[config.mk]
export PLATFORM = sky130hd
export DESIGN_NAME = uart_rx
export DESIGN_NICKNAME = d
export VERILOG_FILES = /design/src/rtl/uart_rx.sv
export SDC_FILE = /design/constraint.sdc
export NUM_CORES = 1
export LEC_CHECK = 0
export CORE_UTILIZATION = 56
export DETAILED_ROUTE_END_ITERATION = 10
export GPL_TIMING_DRIVEN = 0
export PLACE_DENSITY_LB_ADDON = 0.12
export SYNTH_ARGS = -nofsm -noshare
export SYNTH_HDL_FRONTEND = slang
export SYNTH_SLANG_ARGS = --single-unit
[constraint.sdc]
create_clock -name clock -period 2.76 [get_ports clock]
set_input_delay 0.276 -clock clock [delete_from_list [all_inputs] [get_ports clock]]
set_output_delay 0.276 -clock clock [all_outputs]
set_load 0.02 [all_outputs]
[src/rtl/uart_rx.sv]
`default_nettype none
// ============================================================================
// Module   : uart_rx
// Brief    : 8N1 UART receiver, LSB first, mid-bit sampling with glitch-start
//            rejection, one-clock valid / frame_err strobes.
// Revision : 1.0 - initial release
// ============================================================================
module uart_rx #(
    parameter int CLKS_PER_BIT = 436,
    parameter int CNT_W        = 9
) (
    input  logic       clock,
    input  logic       reset,
    input  logic       rx_in,
    output logic [7:0] data_out,
    output logic       valid,
    output logic       frame_err,
    output logic       busy
);

    localparam logic [CNT_W-1:0] HALF_M1 = CNT_W'(CLKS_PER_BIT / 2 - 1);
    localparam logic [CNT_W-1:0] BIT_M1  = CNT_W'(CLKS_PER_BIT - 1);

    typedef enum logic [1:0] {
        IDLE  = 2'd0,
        START = 2'd1,
        DATA  = 2'd2,
        STOP  = 2'd3
    } state_t;

    state_t           state, state_nxt;
    logic             sync1, rx_s;
    logic [CNT_W-1:0] cnt, cnt_nxt;
    logic [2:0]       bit_idx, bit_idx_nxt;
    logic [7:0]       shift_reg, shift_nxt;
    logic [7:0]       data_nxt;
    logic             valid_nxt, ferr_nxt;

    // Synchronizer resets to the idle line level so reset release is not a start.
    always_ff @(posedge clock or negedge reset) begin
        if (!reset) begin
            sync1 <= 1'b1;
            rx_s  <= 1'b1;
        end else begin
            sync1 <= rx_in;
            rx_s  <= sync1;
        end
    end

    always_ff @(posedge clock or negedge reset) begin
        if (!reset) begin
            state     <= IDLE;
            cnt       <= '0;
            bit_idx   <= '0;
            shift_reg <= '0;
            data_out  <= '0;
            valid     <= 1'b0;
            frame_err <= 1'b0;
        end else begin
            state     <= state_nxt;
            cnt       <= cnt_nxt;
            bit_idx   <= bit_idx_nxt;
            shift_reg <= shift_nxt;
            data_out  <= data_nxt;
            valid     <= valid_nxt;
            frame_err <= ferr_nxt;
        end
    end

    always_comb begin
        state_nxt   = state;
        cnt_nxt     = cnt;
        bit_idx_nxt = bit_idx;
        shift_nxt   = shift_reg;
        data_nxt    = data_out;
        valid_nxt   = 1'b0;
        ferr_nxt    = 1'b0;
        case (state)
            IDLE: begin
                if (!rx_s) begin
                    cnt_nxt   = '0;
                    state_nxt = START;
                end
            end
            START: begin
                if (cnt == HALF_M1) begin
                    cnt_nxt = '0;
                    if (!rx_s) begin
                        bit_idx_nxt = 3'd0;
                        state_nxt   = DATA;
                    end else begin
                        state_nxt = IDLE;
                    end
                end else begin
                    cnt_nxt = cnt + 1'b1;
                end
            end
            DATA: begin
                if (cnt == BIT_M1) begin
                    cnt_nxt            = '0;
                    shift_nxt[bit_idx] = rx_s;
                    if (bit_idx == 3'd7) begin
                        state_nxt = STOP;
                    end else begin
                        bit_idx_nxt = bit_idx + 3'd1;
                    end
                end else begin
                    cnt_nxt = cnt + 1'b1;
                end
            end
            STOP: begin
                if (cnt == BIT_M1) begin
                    cnt_nxt   = '0;
                    state_nxt = IDLE;
                    if (rx_s) begin
                        data_nxt  = shift_reg;
                        valid_nxt = 1'b1;
                    end else begin
                        ferr_nxt = 1'b1;
                    end
                end else begin
                    cnt_nxt = cnt + 1'b1;
                end
            end
            default: state_nxt = IDLE;
        endcase
    end

    assign busy = (state != IDLE);

endmodule
`default_nettype wire

Signal wires by layer:
(6 px per um) Only two layers are drawn.
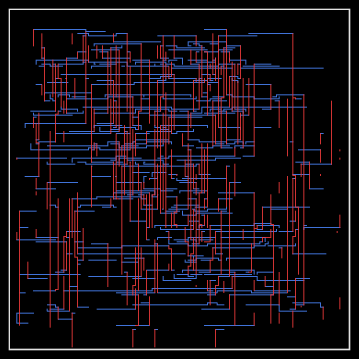
metal 2 -> red  # wire length 1380 um
metal 1 -> blue  # wire length 1420 um

Met3 routing:
(6 px per um)
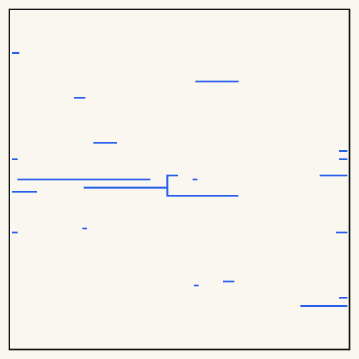
share of all routed wire = 3.0%
nets with wire on the layer = 14
main direction = horizontal

==> out/metrics.json <==
{
  "status": "finished, violations left",
  "violations_in_the_final_reports": "hold timing",
  "whs_ps": -4.33,
  "area_delta_synth_final_pct": 14.6,
  "placed_insts": 193,
  "logic_area_um2": 769,
  "ys.flops": 34,
  "first_global_vias": 1164,
  "netlist_area_um2": 1660,
  "final.min_clock_period_ps": 2190,
  "nFlopsAndLatches": 34,
  "detail_route.first_pass.iterations": 4,
  "post-cts-setup-buffers": 0,
  "grt_setup_unrepaired": "false",
  "final.clkbuf_count": 8,
  "critPathMaxStageDelay_ps": 570,
  "drv_slew": 0,
  "post-layout-total-power_mw": 0.844,
  "power.density_nw_per_um2": 443,
  "rrSetupSlack_ps": 570,
  "final_critical_path_setup_slack_ps": 574,
  "cts.hold.buffers_added": 0,
  "warnings": 27,
  "non_clock_buffer_area_share": 0.0703,
  "synth_warnings": 0,
  "maximum_number_of_pins_on_one_net_before_global_route_repair": 35,
  "grtUsageMet1": 0.308,
  "crit_slowest_cell": "or4_4",
  "critical_path.max_fanout": 6,
  "synth_seq_share": 0.514,
  "static-leakage-power_nw": 0.838,
  "cts.htree.levels": 2,
  "io_pins": 14,
  "layout.core_utilization": 0.685,
  "netlist_instances": 149,
  "routed-via-count": 1169,
  "worst_setup_path_startpoint": "cnt[0]",
  "routed_via_density": 5.82,
  "top_post_synthesis_cells_by_area": "dfrtp_1, mux2_2, nand2_1",
  "endpoint_kind": "flop",
  "portBuffers": 13,
  "initial_utilization": 0.597,
  "ctsResizeCount": 0,
  "finalHoldViolCount": 14,
  "worstPathBufferInverterCount": 0,
  "grt-busiest-layer": "met2",
  "comb_area_frac": 0.404,
  "clockRootBuffer": "clkbuf_4",
  "yosysCellCount": 149,
  "dominantRegCellSynth": "dfrtp_1",
  "drv.max_cap_violation_count": 0,
  "rr_endpoint": "shift_reg[3]",
  "final_cell_area_um2": 1900,
  "overall_die_area_um2": 3190,
  "globalRouteMet3Util": 0.0484,
  "numCtsBuffers": 5,
  "worstHoldPathType": "in -> async",
  "reg2reg_from": "cnt[0]",
  "seq_share": 0.448,
  "post_dp_cell_area_um2": 1830,
  "antenna_violations_before_repair": 0,
  "dp_hpwl_um": 2130,
  "yosysTopAreaCell": "dfrtp_1",
  "clkSlewWorstSetupHoldPaths_ps": 90,
  "synth-edff-count": 0,
  "top_cell_area_share": 0.482,
  "detail-route-antenna-nets": 0,
  "top_area_cell_class": "flip-flops and latches",
  "routed_wirelength_um": 2970,
  "vdd_ir_drop_max_uv": 414,
  "final.fill_count": 220,
  "grt_overflow": 0,
  "antennaDiodeCount": 0,
  "cp.depth": 5,
  "fin_skew_ps": 3.98,
  "setup.worst_path.start_class": "flop",
  "drc_errors": 0
}
Where the registers sit:
(10 px per um) Other sequential cells in the stronger gray, the rest of the logic in the fainter gray.
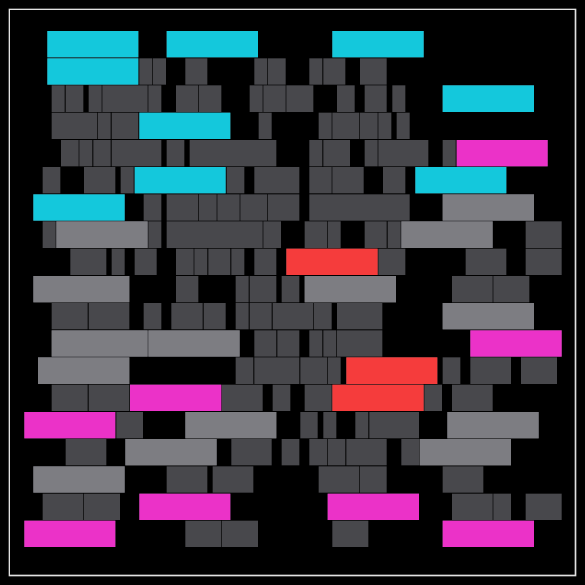
`data_out` -> magenta  # sequential cells 8
`bit_idx` -> red  # sequential cells 3
`cnt` -> cyan  # sequential cells 9

Placed cells, one color a class:
(4 px per um)
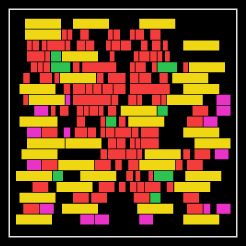
remaining buffers and delay cells -> magenta  # cells 15, share of their area 7.2%
sequential cells -> yellow  # cells 34, share of their area 46%
clock drivers and dummy loads -> green  # cells 8, share of their area 4.2%
combinational and other logic -> red  # cells 113, share of their area 43%

## metal layers
layer	part of all wire	vias to the layer above
met4	0.025	0
li1	-	577
met2	0.47	21
met3	0.030	9
met5	0	-
met1	0.48	562
## cell families (layout without fill, tap and decap cells)
logic type | count (synthesis) | in the layout | synth area share
multiplexers | 16 | 16 | 0.108
buffers and inverters | 10 | 31 | 0.0233
flip-flops | 34 | 34 | 0.514
adder cells (fa/ha/maj) | 4 | 4 | 0.0301
AND-OR/OR-AND | 24 | 24 | 0.103
AND/OR/NAND/NOR | 59 | 59 | 0.211
XOR/XNOR | 2 | 2 | 0.0105
## power breakdown
part	switching, mW	internal (mW)
clock network	0.153	0.174
registers	0.000593	0.500
logic	0.0126	0.00340
total	0.167	0.678
No activity file was given, so power comes from the tool's default toggle rates.
